Run 1, power grid:
Scale: 6 px per um. Pins as bars on the die edge. Tap cells in grey.
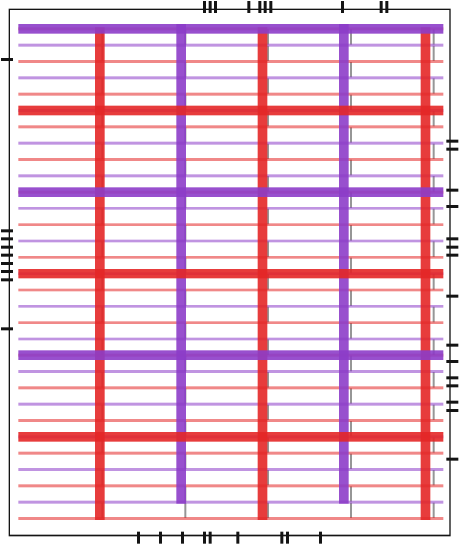
Run 1, placement by cell class:
Scale: 6 px per um. Fill, decap, tap and diode cells in grey.
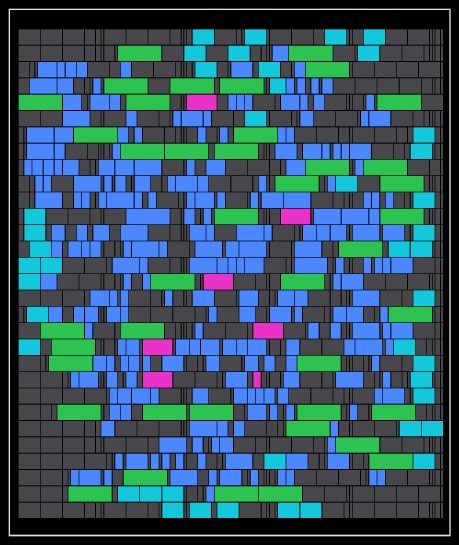
Run 1, clock distribution:
Scale: 4 px per um.
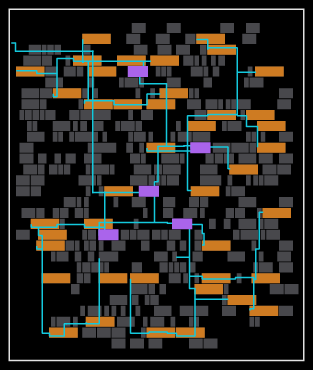
==> config.mk <==
export PLATFORM = sky130hd
export DESIGN_NAME = score_keeper
export DESIGN_NICKNAME = d
export VERILOG_FILES = /design/src/rtl/score_keeper_pkg.sv /design/src/rtl/score_keeper_bcd_inc4.sv /design/src/rtl/score_keeper.sv
export SDC_FILE = /design/constraint.sdc
export NUM_CORES = 1
export LEC_CHECK = 0
export ABC_CLOCK_PERIOD_IN_PS = 6690
export CORE_ASPECT_RATIO = 1.2
export CORE_UTILIZATION = 40
export DETAILED_ROUTE_END_ITERATION = 16
export SLEW_MARGIN = 20
export SYNTH_ARGS = -nofsm -noshare
export SYNTH_HDL_FRONTEND = slang
export SYNTH_SLANG_ARGS = --single-unit
==> constraint.sdc <==
create_clock -name clk -period 6.69 [get_ports clk]
set_clock_uncertainty 0.15 [all_clocks]
set_input_delay 0.669 -clock clk [delete_from_list [all_inputs] [get_ports clk]]
set_output_delay 0.669 -clock clk [all_outputs]
set_load 0.01 [all_outputs]
==> impl_metrics.yaml, run 1 <==
# implementation run metrics
place:
  dp_cells: 409
  dp_slack_ns: 2.54
  gp_congestion: 0.794
drt:
  ant_nets: 0
  num_vias: 2052
  drtIter0Drc: 52
  wl_per_cell_um: 12.4
synth:
  ys.flop_type: "dfxtp_1"
  synth-simple-area-share: 0.214
  syn_nets: 330
  fa_ha_area_frac: 0.147
  synth_flop_count: 41
  synthCells: 294
  synth_cell_type_count: 40
  ys_async_sr_fraction: 0
final_layout:
  diodes: 0
  logic_gates: 208
  areaGrowthSynthToFinish_pct: 23.4
  fin_nets: 372
  ff_count: 41
  seq_area_um2: 821
  clock_area_frac: 0.0287
  num-clock-buffers: 7
global_routing:
  met3_usage: 0.0289
  grt_antenna_before_repair: 0
worst_setup_path:
  max_stage_delay_ns: 0.49
  reg2regPathDepth: 15
  r2r_slack_ns: 2.87
  path_buffers: 2
  crit_arrival_ns: 3.83
sta:
  worst_pin_slew_ns: 0.947
  rsz0062_at_grt: "no"
clocking:
  cts_hold_repair.buffers: 0
  cts_resized: 0
  cts_setup_buffers: 0
power:
  leakage_nw: 1.23
  seq_power_uw: 256
  p_comb_frac: 0.252
flow_run:
  maxCapViolCount: 0
status:
  status: "complete, no violations"
About 'power grid':
VSS: drawn in red. VDD: drawn in purple.
31 met1 rails follow the rows. 5 straps on met4.
total core area: 5780 um2
DIE WIDTH: 73.2 um
peak supply drop: 0.139 mV
Die Y: 87.5 um

About 'placement by cell class':
remaining buffers and delay cells: drawn in cyan, cells 43. sequential cells: drawn in green, cells 41. clock drivers and dummy loads: drawn in magenta, cells 7. combinational and other logic: drawn in blue, cells 245.
Seq/total area: 0.273
Core Util, Final: 0.520

About 'clock distribution':
flip-flops: drawn in orange, count 41. clock wires: drawn in cyan, length 568 um. clock drivers: drawn in purple, count 5.
There are 6 routed clock nets.
P_clk: 164 uW
clk_lat worst skew: 0.29 ns
clock network power share: 0.292

## run 1: Yosys cell counts, drive strengths merged (5+ instances only)
cell type   n  area [um2]
a21oi      21         105
clkbuf      5        18.8
dfxtp      41         821
ha         27         338
inv        37         139
mux2i      18         180
nand2      46         173
nand3       7        35.0
nand4       5        31.3
nor2       19        71.3
nor2b       6        37.5
o21ai       8        40.0
xnor2       8        70.1
## run 1: per-layer routing
layer,up-vias,wire [um]
met5,-,0
met4,0,65
met3,6,161
met2,38,2550
met1,936,2390
li1,1072,-
## run 1: cells in the final DEF, fill, tap and decap left out, types with 8 or more instances in the layout
cell type and instances:
nor2_1 19, mux2i_1 18, a21oi_1 21, ha_1 27, xnor2_1 8, inv_1 37, dfxtp_1 41, nand2_1 46
clkdlybuf4s50_1 42, o21ai_0 8
Run 1, routing congestion:
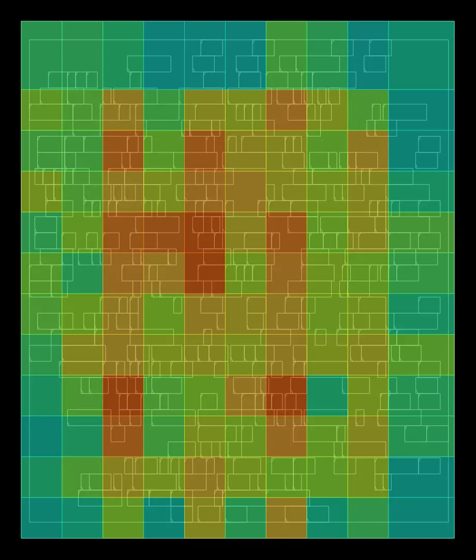

==> run 2, diff against run 1 <==
--- a/config.mk
+++ b/config.mk
@@ -5,10 +5,11 @@
 export SDC_FILE = /design/constraint.sdc
 export NUM_CORES = 1
 export LEC_CHECK = 0
-export ABC_CLOCK_PERIOD_IN_PS = 6690
+export ABC_CLOCK_PERIOD_IN_PS = 3300
 export CORE_ASPECT_RATIO = 1.2
 export CORE_UTILIZATION = 40
 export DETAILED_ROUTE_END_ITERATION = 16
+export PLACE_DENSITY = 0.66
 export SLEW_MARGIN = 20
 export SYNTH_ARGS = -nofsm -noshare
 export SYNTH_HDL_FRONTEND = slang
==> constraint.sdc (replaced) <==
create_clock -name clk -period 3.3 [get_ports clk]
set_clock_uncertainty 0.15 [all_clocks]
set_input_delay 0.33 -clock clk [delete_from_list [all_inputs] [get_ports clk]]
set_output_delay 0.33 -clock clk [all_outputs]
set_load 0.01 [all_outputs]
Run 2, routing congestion:
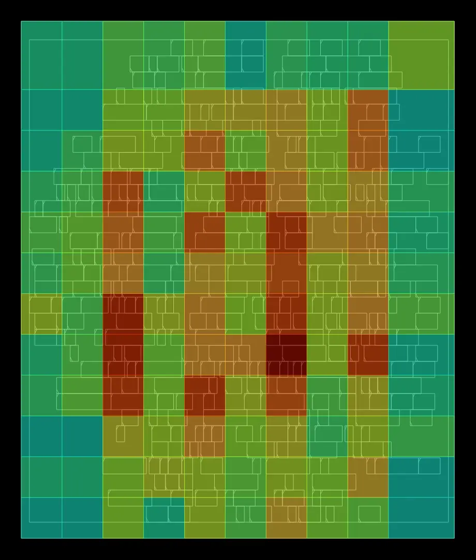
met3 Use GR: 0.0370
wire length per cell: 11.8 um
Most Used Layer, Global Route: met2
Core Util, Final: 0.573
met1 Use GR: 0.217

==> impl_metrics.yaml, run 2 <==
# implementation run metrics
clocking:
  cts_setup_buffers: 0
  cts_hold_repair.buffers: 0
synth:
  synth_cell_type_count: 40
  area_leaders: "dfxtp_1 34%, ha_1 14%, mux2i_1 7.4%"
  top_area_frac: 0.337
  ys_async_sr_fraction: 0
  synth-simple-area-share: 0.214
  synth_flop_count: 41
  fa_ha_area_frac: 0.147
  synthTopCellsByCount: "46 x nand2_1, 41 x dfxtp_1, 37 x inv_1"
global_routing:
  grt_antenna_before_repair: 0
sta:
  rsz0062_at_grt: "yes"
final_layout:
  areaGrowthSynthToFinish_pct: 36.0
  ff_count: 41
  clock_area_frac: 0.0261
  fin_nets: 399
  num-clock-buffers: 5
  logic_gates: 208
  layout_top_cell: "nand2_1"
die:
  die_h_um: 87.5
flow_run:
  maxCapViolCount: 0
drt:
  wl_met3_um: 143
  drtIter0Drc: 108
place:
  dp_slack_ns: -0.249
  gp_congestion: 0.795
worst_setup_path:
  crit_arrival_ns: 3.20
status:
  status: "complete, no violations"
power:
  clkPwrFrac: 0.273
  p_clk_uw: 329
-- run 2: netlist changes by cell type in the layout (fill, tap and decap cells not counted), sizes merged --
cell	before	now
buf	1	28
clkinvlp	0	1
clkbuf	7	5
clkinv	0	2
-- run 2: worst max-delay path, cell delays in order (launching register included) --
cell and delay, ns:
dfxtp_2 0.34, nor4bb_4 0.31, and4_4 0.28, nand2_4 0.05, nand2_2 0.08, inv_2 0.04, ha_4 0.25, inv_2 0.04
ha_4 0.15, fa_2 0.39, a21o_1 0.19, a21o_1 0.17, a21oi_2 0.12, o21bai_1 0.12, xnor2_2 0.27, a21oi_1 0.11
Power is estimated from default activity; no workload was simulated.
